**src/rtl/bp_pkg.sv**
```systemverilog
`default_nettype none
// ============================================================================
//  Module      : bp_pkg
//  Description : Shared constants and helpers for the branch history table:
//                MIPS conditional-branch opcodes, branch decode and the
//                saturating-counter next-state function.
//  Revision    : 1.0 - initial release
// ============================================================================
package bp_pkg;

  localparam logic [5:0] OP_BEQ = 6'b000100;
  localparam logic [5:0] OP_BNE = 6'b000101;

  // Widest counter the shared next-state helper supports.
  localparam int c_CNT_W_MAX = 8;

  // True for the two conditional-branch opcodes the predictor handles.
  function automatic logic is_branch(input logic [5:0] opcode);
    return (opcode == OP_BEQ) || (opcode == OP_BNE);
  endfunction

  // Counter step towards taken / not-taken; sticks at all-ones and at zero.
  // The counter is zero-extended to c_CNT_W_MAX and its real width passed
  // in, so one function serves every CNT_BITS up to c_CNT_W_MAX.
  function automatic logic [c_CNT_W_MAX-1:0] sat_cnt_next(
    input logic [c_CNT_W_MAX-1:0] cnt,
    input logic                   taken,
    input int                     bits
  );
    logic [c_CNT_W_MAX-1:0] top;
    top = (c_CNT_W_MAX'(1) << bits) - c_CNT_W_MAX'(1);
    if (taken) begin
      return (cnt >= top) ? top : cnt + c_CNT_W_MAX'(1);
    end
    return (cnt == '0) ? '0 : cnt - c_CNT_W_MAX'(1);
  endfunction

endpackage
`default_nettype wire

```
**src/rtl/bp_sat_counter_array.sv**
```systemverilog
`default_nettype none
// ============================================================================
//  Module      : bp_sat_counter_array
//  Description : Table of CNT_BITS saturating counters with one asynchronous
//                read port and one training port. The training port carries
//                the outcome only; the array does its own read-modify-write.
//  Revision    : 1.0 - initial release
// ============================================================================
module bp_sat_counter_array
  import bp_pkg::*;
#(
  parameter int INDEX_BITS = 6,
  parameter int CNT_BITS   = 2,
  parameter int INIT_CNT   = 1
) (
  input  logic                  clk,
  input  logic                  reset,
  input  logic [INDEX_BITS-1:0] rd_idx,
  output logic [CNT_BITS-1:0]   rd_cnt,
  input  logic                  wr_en,
  input  logic [INDEX_BITS-1:0] wr_idx,
  input  logic                  wr_taken
);

  localparam int c_ENTRIES = 1 << INDEX_BITS;

  logic [CNT_BITS-1:0] r_cnt [c_ENTRIES];

  assign rd_cnt = r_cnt[rd_idx];

  // Reset every entry to the initial bias; train one entry per cycle.
  always_ff @(posedge clk or posedge reset) begin
    if (reset) begin
      for (int i = 0; i < c_ENTRIES; i++) begin
        r_cnt[i] <= CNT_BITS'(INIT_CNT);
      end
    end else if (wr_en) begin
      r_cnt[wr_idx] <= CNT_BITS'(sat_cnt_next(c_CNT_W_MAX'(r_cnt[wr_idx]), wr_taken, CNT_BITS));
    end
  end

endmodule
`default_nettype wire

```
**src/rtl/branch_predictor_bht.sv**
```systemverilog
`default_nettype none
// ============================================================================
//  Module      : branch_predictor_bht
//  Description : Branch history table of saturating counters. Combinational
//                lookup in ID for beq/bne, training in EX with a write-through
//                bypass when both hit the same entry, registered mispredict
//                pulse and saturating branch / mispredict statistics.
//                Optional macro BHT_GSHARE_EN: XOR a global history register
//                into the table index (gshare).
//  Revision    : 1.0 - initial release
// ============================================================================
module branch_predictor_bht
  import bp_pkg::*;
#(
  parameter int INDEX_BITS = 6,
  parameter int CNT_BITS   = 2,
  parameter int INIT_CNT   = 1,
  parameter int STAT_BITS  = 16
) (
  input  logic                  clk,
  input  logic                  reset,
  input  logic [31:0]           lk_pc,
  input  logic [31:0]           lk_ins,
  output logic                  lk_predict,
  output logic [INDEX_BITS-1:0] lk_ghr,
  input  logic                  up_valid,
  input  logic [31:0]           up_pc,
  input  logic [INDEX_BITS-1:0] up_ghr,
  input  logic                  up_taken,
  input  logic                  up_predicted,
  output logic                  mispredict,
  output logic [STAT_BITS-1:0]  stat_branches,
  output logic [STAT_BITS-1:0]  stat_mispred
);

  localparam logic [STAT_BITS-1:0] c_STAT_MAX = {STAT_BITS{1'b1}};

  logic [INDEX_BITS-1:0] w_lk_idx;
  logic [INDEX_BITS-1:0] w_up_idx;
  logic [CNT_BITS-1:0]   w_rd_cnt;
  logic [CNT_BITS-1:0]   w_lk_cnt;
  logic                  w_bypass;
  logic                  w_mis;
  logic                  r_mispredict;
  logic [STAT_BITS-1:0]  r_stat_branches;
  logic [STAT_BITS-1:0]  r_stat_mispred;

`ifdef BHT_GSHARE_EN
  logic [INDEX_BITS-1:0] r_ghr;

  // History advances only on resolved branches, so it is never speculative.
  always_ff @(posedge clk or posedge reset) begin
    if (reset) begin
      r_ghr <= '0;
    end else if (up_valid) begin
      r_ghr <= {r_ghr[INDEX_BITS-2:0], up_taken};
    end
  end

  assign w_lk_idx = lk_pc[INDEX_BITS+1:2] ^ r_ghr;
  assign w_up_idx = up_pc[INDEX_BITS+1:2] ^ up_ghr;
  assign lk_ghr   = r_ghr;

  // Address bits outside the index and the non-opcode fields are not needed.
  logic w_unused;
  assign w_unused = ^{lk_pc[31:INDEX_BITS+2], lk_pc[1:0],
                      up_pc[31:INDEX_BITS+2], up_pc[1:0], lk_ins[25:0]};
`else
  assign w_lk_idx = lk_pc[INDEX_BITS+1:2];
  assign w_up_idx = up_pc[INDEX_BITS+1:2];
  assign lk_ghr   = '0;

  // Without gshare the carried history is ignored, as are the address bits
  // outside the index and the non-opcode instruction fields.
  logic w_unused;
  assign w_unused = ^{up_ghr, lk_pc[31:INDEX_BITS+2], lk_pc[1:0],
                      up_pc[31:INDEX_BITS+2], up_pc[1:0], lk_ins[25:0]};
`endif

  bp_sat_counter_array #(
    .INDEX_BITS (INDEX_BITS),
    .CNT_BITS   (CNT_BITS),
    .INIT_CNT   (INIT_CNT)
  ) u_table (
    .clk      (clk),
    .reset    (reset),
    .rd_idx   (w_lk_idx),
    .rd_cnt   (w_rd_cnt),
    .wr_en    (up_valid),
    .wr_idx   (w_up_idx),
    .wr_taken (up_taken)
  );

  // When training hits the looked-up entry, the read port already holds that
  // entry's old value, so applying the step here yields the post-update count.
  always_comb begin
    w_bypass = up_valid && (w_up_idx == w_lk_idx);
    w_lk_cnt = w_rd_cnt;
    if (w_bypass) begin
      w_lk_cnt = CNT_BITS'(sat_cnt_next(c_CNT_W_MAX'(w_rd_cnt), up_taken, CNT_BITS));
    end
    lk_predict = is_branch(lk_ins[31:26]) & w_lk_cnt[CNT_BITS-1];
  end

  assign w_mis = up_valid & (up_taken ^ up_predicted);

  // One-cycle mispredict pulse and statistics that stick at all-ones.
  always_ff @(posedge clk or posedge reset) begin
    if (reset) begin
      r_mispredict    <= 1'b0;
      r_stat_branches <= '0;
      r_stat_mispred  <= '0;
    end else begin
      r_mispredict <= w_mis;
      if (up_valid && (r_stat_branches != c_STAT_MAX)) begin
        r_stat_branches <= r_stat_branches + 1'b1;
      end
      if (w_mis && (r_stat_mispred != c_STAT_MAX)) begin
        r_stat_mispred <= r_stat_mispred + 1'b1;
      end
    end
  end

  assign mispredict    = r_mispredict;
  assign stat_branches = r_stat_branches;
  assign stat_mispred  = r_stat_mispred;

endmodule
`default_nettype wire

```
**config.mk**
```make
export PLATFORM = sky130hd
export DESIGN_NAME = branch_predictor_bht
export DESIGN_NICKNAME = d
export VERILOG_FILES = /design/src/rtl/bp_pkg.sv /design/src/rtl/bp_sat_counter_array.sv /design/src/rtl/branch_predictor_bht.sv
export SDC_FILE = /design/constraint.sdc
export NUM_CORES = 1
export LEC_CHECK = 0
export ABC_CLOCK_PERIOD_IN_PS = 9320
export CORE_MARGIN = 3
export CORE_UTILIZATION = 58
export DETAILED_ROUTE_END_ITERATION = 10
export PLACE_DENSITY = 0.86
export SLEW_MARGIN = 20
export SYNTH_ARGS = -nofsm -noshare
export SYNTH_HDL_FRONTEND = slang
export SYNTH_SLANG_ARGS = --single-unit
```
**constraint.sdc**
```tcl
create_clock -name clk -period 9.32 [get_ports clk]
set_input_delay 1.864 -clock clk [delete_from_list [all_inputs] [get_ports clk]]
set_output_delay 1.864 -clock clk [all_outputs]
set_load 0.01 [all_outputs]
```
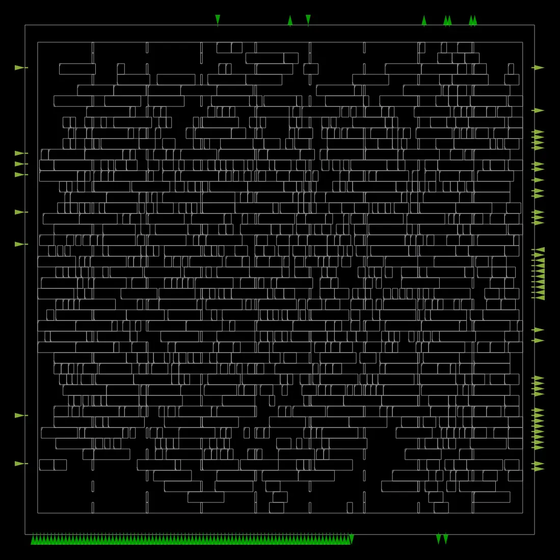
(run_1/final_placement.png)
sequential cell count: 161
row cnt: 44
Layout Cells excl Fill: 1082

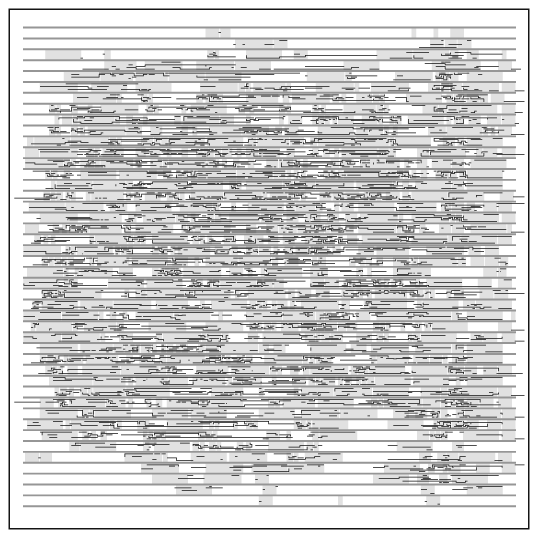
(run_1/met1.png)
Scale: 4 px per um. Supply wires on this layer in gray. Cells faint in the background.
main direction: horizontal
nets with wire on the layer: 826

==> impl_metrics.yaml, run 1 <==
# physical design summary
outcome:
  status: "finished clean"
cells_and_area:
  inverters: 8
  n_all_buffers: 63
  lay_top_count: "nand2_1"
  area_share_nonclk_buffers: 0.05981
  logic_gates: 634
  largest_class: "combinational gates"
  regArea_um2: 4109
  comb_share: 0.4398
  final_cell_mix: "nand2_1, o21ai_0, dfrtp_1"
  final-clk-cell-share: 0.06119
  clkbuf_count: 22
  seq_share: 0.4126
  final_util: 0.6749
  comb_area_um2: 4379
  layout-drive-gt1-share: 0.1960
  design_area_um2: 9958
  fillers: 1089
  antenna_cells: 0
  nets: 994
  synthToLayoutAreaGrowth_pct: 12.56
worst_setup_path:
  crit_family: "buffers and inverters"
  crit_cells: 9
  critPathBufInv: 3
  path_max_fanout: 25
  start_kind: "input port"
  arrival_ns: 4.96
  worstSetupEndpoint: "lk_predict"
  critical-path-slowest-cell: "mux4_2"
  cp-end-kind: "primary output"
  critical_path_required_ns: 7.46
  startpoint: "lk_pc[2]"
  path_class: "in2out"
  reg2regPathDepth: 7
  cp_slowest_stage_delay_ns: 0.57
  crit-reg2reg-launch: "u_table.r_cnt[21]"
  r2r_end: "u_table.r_cnt[113]"
  rrSetupSlack_ns: 6.18
  path_cells: "buf_2 -> buf_4 -> mux4_2 -> mux4_2 -> mux2i_1 -> o211ai_1 -> o211ai_1 -> a21oi_1 -> clkdlybuf4s50_1"
die:
  core_um2: 14750
  ios: 147
  chipArea_um2: 16770
  dieWidth_um: 129.5
  die_y_um: 129.5
  fp_util: 0.5996
  tap_cells: 184
synth:
  synth_cells: 854
  yosys-stat-cells: 854
  xor_area_frac: 0.03663
  simple_gate_share: 0.1615
  yosys_warnings: 0
  edf_count: 0
  fa_ha_area_frac: 0.005940
  ys_sh_mux: 0.1751
  ys_seq_share: 0.4644
  syn_area_per_cell_um2: 10.36
  synthArstFlopShare: 1.000
  aoi_share: 0.1116
  ys.flops: 161
  ys_top_logic_family: "multiplexers"
  ys_types: 56
  syn-cell-area_um2: 8847
  yosys-stat-area_um2: 8847
  ff_type: "dfrtp_1"
place:
  dp_cells: 1050
  preCtsSetupSlack_ns: 2.505
  dpl.hpwl_mm: 14.34
  io_buffers: 55
  gp_congestion: 0.9046
  dpl_cell_area_um2: 9339
power:
  comb-power_mw: 0.360
  vdd_drop_max_v: 0.0001808
  switchingPower_mw: 0.5539
  power_mw: 1.982
  maxPowerGroup: "sequential cells"
  p_comb_frac: 0.182
  power_frac_seq: 0.454
  p_leak_nw: 3.926
  clkPwrFrac: 0.365
  swShare: 0.2795
  power_per_cell_area_nw_per_um2: 199.0
  intPower_mw: 1.428
  pg_seq_mw: 0.899
  clock_net_power_mw: 0.723
global_routing:
  top_usage_layer: "met2"
  grt_max_degree: 100
  grt_use_met1: 0.3751
  grt_overflow: 0
  grt_pass1_vias: 6769
  grt_antenna_before_repair: 0
  use_met2: 0.4451
  grt_usage: 0.2819
  grtUsageMet3: 0.07626
  grt_pass1_wl_mm: 35.93
clock_tree:
  clk_latency_ns: 0.44
  clk_path_buf_depth: 2
  cts_resized: 0
  tritoncts: "done"
  clock-sinks: 161
  root_buffer: "clkbuf_16"
  hold_buffers: 0
  post_cts_buffers: 0
  path_clk_slew_ns: 0.06
  cts_buffers: 17
  htree_levels: 4
min_path:
  hold_path.startpoint: "u_table.r_cnt[96]"
  min_to: "u_table.r_cnt[96]"
  hold_path_class: "reg2reg"
  hold_path_depth: 2
routing:
  firstDrtPassIters: 6
  wl_met3_mm: 2.258
  drtAntennaViolNets: 0
  wirelength_mm: 22.73
  routedWlPerCell_um: 21.01
  top_layer_used: "met4"
  wirelength_met1_mm: 8.861
  viasPerCell: 6.491
  drtIter0Drc: 793
  vias: 7023
  drc_errors: 0
  wl_met2_mm: 10.76
timing:
  worst_slew_pin_slew_ns: 1.219
  setup_violations: 0
  fmax_ghz: 0.1466
  slew_headroom: 0.1842
  finClkSkew_ns: 0.007857
  slew_violations: 0
  period_needed_ns: 6.821
  rsz0062_at_grt: "no"
  hold_viol: 0
  setup_tns_ns: 0
  worst_hold_slack_ns: 0.4736
  period_used_share: 0.7319
  layout_setup_ws_ns: 2.499
flow_run:
  warnings: 111
  max_cap_viol_count: 0
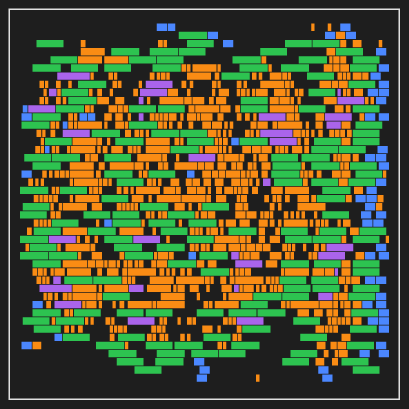
(run_1/cell_classes.png)
Scale: 3 px per um.
[flops] green | cells: 161 | share of their area: 42%
[other buffers and delay cells] blue | cells: 63 | share of their area: 6.1%
[all other logic] orange | cells: 642 | share of their area: 45%
[clock drivers and dummy loads] purple | cells: 32 | share of their area: 6.3%

-- run 1: registers in the layout (all words and copies together) (netlist names) --
signal,flops
u_table.r_cnt,128
stat_branches,16
stat_mispred,16
mispredict,1
-- run 1: cells in the mapped netlist (all sizes together), types with 4 or more instances --
cell,n,area share
xor2,11,0.011
nand4,14,0.0099
nand3,24,0.014
mux4,49,0.13
nand2,215,0.091
nor2,21,0.0089
a22oi,6,0.0051
nor2b,5,0.0035
and3,5,0.0035
dfrtp,97,0.27
o211ai,5,0.0042
inv,8,0.0034
a21oi,10,0.0057
nor3,9,0.0051
clkbuf,19,0.0081
buf,37,0.033
mux2,18,0.023
dfstp,64,0.19
and3b,4,0.0040
xnor2,26,0.026
a221oi,4,0.0040
o21ai,131,0.074
nand3b,4,0.0034
mux2i,22,0.025
==> run_1/port_nets.png <==
Scale: 2 px per um.
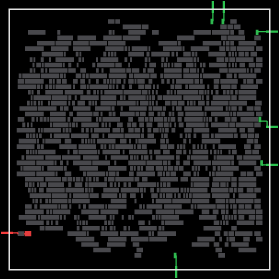

--- run 2 (diff from run 1) ---
--- a/config.mk
+++ b/config.mk
@@ -5,11 +5,11 @@
 export SDC_FILE = /design/constraint.sdc
 export NUM_CORES = 1
 export LEC_CHECK = 0
-export ABC_CLOCK_PERIOD_IN_PS = 9320
+export ABC_CLOCK_PERIOD_IN_PS = 7120
 export CORE_MARGIN = 3
-export CORE_UTILIZATION = 58
+export CORE_UTILIZATION = 54
 export DETAILED_ROUTE_END_ITERATION = 10
-export PLACE_DENSITY = 0.86
+export PLACE_DENSITY = 0.81
 export SLEW_MARGIN = 20
 export SYNTH_ARGS = -nofsm -noshare
 export SYNTH_HDL_FRONTEND = slang
==> constraint.sdc (replaced) <==
create_clock -name clk -period 7.12 [get_ports clk]
set_input_delay 1.424 -clock clk [delete_from_list [all_inputs] [get_ports clk]]
set_output_delay 1.424 -clock clk [all_outputs]
set_load 0.01 [all_outputs]
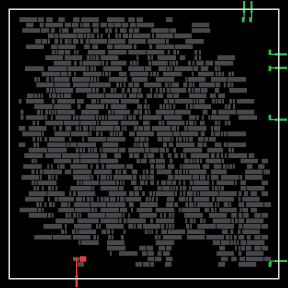
(run_2/port_nets.png)
Scale: 2 px per um.
[reset] red | bits: 1 | direction: input | edge: south | end cells: 1 | buffers: 1 | wire: 11.7 um
[lk_ghr] green | bits: 6 | direction: output | edge: 4 east, 2 north | end cells: 6 | buffers: 0 | wire: 23.6 um

==> run 2 against run 1 <==
Wire length fell by 0.17%. First-iteration DRC count shrank 3.2%. Clock skew hardly changed. Non-clock buffer count up 6. Critical path type unchanged. Setup slack got worse by 1.2 ns. Utilization down 4.6 points. Die size up 7.1%. Sequential power grew 31%. Count of clock-buffer cells in the layout is 3 lower. Register-to-register slack got worse by 2.2 ns. Clock power up 28%. Largest power group unchanged.
==> impl_metrics.yaml, run 2 <==
# physical design summary
global_routing:
  grtUsageMet3: 0.06677
  grt_use_met1: 0.3568
  grt_antenna_before_repair: 0
  grt_max_degree: 101
  grt_usage: 0.2642
  use_met2: 0.4118
  grt_pass1_vias: 6787
  grt_overflow: 0
  grt_pass1_wl_mm: 36.74
  top_usage_layer: "met2"
cells_and_area:
  synthToLayoutAreaGrowth_pct: 13.28
  layout-drive-gt1-share: 0.2002
  final_cell_mix: "nand2_1, o21ai_0, dfrtp_1"
  fin_cells: 1120
  antenna_cells: 0
  regArea_um2: 4109
  lay_top_count: "nand2_1"
  top_register: "u_table.r_cnt"
  comb_area_um2: 4372
  nets: 1000
  largest_reg_flops: 128
  design_area_um2: 10020
routing:
  drtIter0Drc: 768
  drc_errors: 0
  drtAntennaViolNets: 0
  top_layer_used: "met4"
  firstDrtPassIters: 5
  viasPerCell: 6.163
  wirelength_mm: 22.69
  wl_met2_mm: 10.67
  wl_met3_mm: 2.012
  vias: 6903
  wirelength_met1_mm: 9.222
  routedWlPerCell_um: 20.26
synth:
  syn_area_per_cell_um2: 10.36
  simple_gate_share: 0.1615
  yosys-stat-area_um2: 8847
  fa_ha_area_frac: 0.005940
  synth_cells: 854
  ys_sh_mux: 0.1751
  ys_seq_share: 0.4644
  ys_top_logic_family: "multiplexers"
  synthArstFlopShare: 1.000
  topCellsByArea: "dfrtp_1, dfstp_2, mux4_2, nand2_1, o21ai_0"
  ys_types: 56
  ff_type: "dfrtp_1"
  aoi_share: 0.1116
  synth_top_cell_by_count: "nand2_1"
  edf_count: 0
  yosys-stat-cells: 854
  largest_area_cell: "dfrtp_1"
  top_cell_area_share: 0.2744
  ys.flops: 161
  xor_area_frac: 0.03663
power:
  vdd_drop_max_v: 0.0001865
  p_comb_frac: 0.183
  p_leak_nw: 3.948
  power_per_cell_area_nw_per_um2: 256.9
  power_mw: 2.575
  intPower_mw: 1.845
  swShare: 0.2834
  switchingPower_mw: 0.7298
  clkPwrFrac: 0.360
  power_frac_seq: 0.457
die:
  die_y_um: 134
  chipArea_um2: 17960
  ios: 147
  dieWidth_um: 134
  fp_util: 0.5549
clock_tree:
  clk_path_buf_depth: 2
  htree_levels: 4
  clk_latency_ns: 0.43
  root_buffer: "clkbuf_16"
  hold_buffers: 0
  tritoncts: "done"
  clock-sinks: 161
  cts_buffers: 17
  path_clk_slew_ns: 0.07
  post_cts_buffers: 0
  cts_resized: 0
timing:
  finClkSkew_ns: 0.007433
  period_needed_ns: 5.856
  rsz0062_at_grt: "no"
  worst_hold_slack_ns: 0.4771
  worst_slew_pin_slew_ns: 1.098
  setup_tns_ns: 0
  slew_violations: 0
  slew_headroom: 0.2653
  period_used_share: 0.8225
  fmax_ghz: 0.1708
  setup_violations: 0
  hold_viol: 0
  layout_setup_ws_ns: 1.264
min_path:
  hold_path_depth: 2
  hold_path_class: "reg2reg"
worst_setup_path:
  worstSetupEndpoint: "lk_predict"
  start_kind: "input port"
  reg2regPathDepth: 7
  crit_family: "buffers and inverters"
  crit_cells: 9
  startpoint: "lk_pc[4]"
  critical_path_required_ns: 5.70
  cp-end-kind: "primary output"
  path_cells: "clkdlybuf4s50_1 -> xnor2_1 -> nand4_1 -> nor4_1 -> nand2_1 -> a21oi_1 -> o211ai_1 -> a21oi_1 -> clkdlybuf4s50_1"
  path_max_fanout: 12
  r2r_end: "u_table.r_cnt[57]"
  arrival_ns: 4.43
  critPathBufInv: 2
  cp_slowest_stage_delay_ns: 1.00
  crit-reg2reg-launch: "u_table.r_cnt[21]"
  critical-path-slowest-cell: "clkdlybuf4s50_1"
  rrSetupSlack_ns: 3.97
place:
  dpl_cell_area_um2: 9424
  gp_congestion: 0.9136
  dpl.hpwl_mm: 14.54
  preCtsSetupSlack_ns: 1.290
  dp_cells: 1088
  io_buffers: 55
flow_run:
  max_cap_viol_count: 0
  warnings: 113
outcome:
  status: "finished clean"
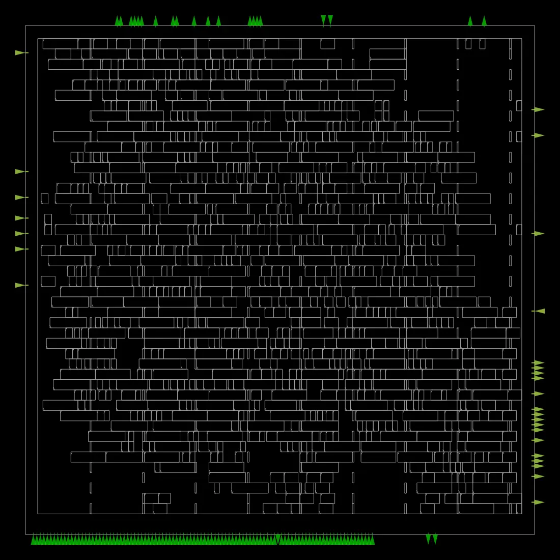
(run_2/final_placement.png)
row cnt: 46
CORE AREA: 15940 um2
Core Util, Final: 0.6286
tap cells: 216
fill count: 1232

==> run 2: cell counts after synthesis <==
No cell type changed its count.
==> run 2: power by group through the flow <==
| stage | Clock (mW) | Sequential [mW] | Combinational, mW |
|---|---|---|---|
| 2_1_floorplan | 0 | 1.17 | 0.311 |
| 3_3_place_gp | 0 | 1.18 | 0.455 |
| 3_5_place_dp | 0 | 1.19 | 0.467 |
| 4_1_cts | 0.936 | 1.17 | 0.470 |
| 5_1_grt | 0.978 | 1.19 | 0.518 |
| 6_report | 0.928 | 1.18 | 0.471 |
==> run 2: cell type report <==
class,instances,share of cell area
multi-input combinational,634,0.4362
sequential,161,0.4100
clock inverter,13,0.01623
tap,216,0.02697
clock buffer,19,0.04320
inverter,8,0.003496
timing repair buffer,69,0.06392
Power is estimated from default activity; no workload was simulated.
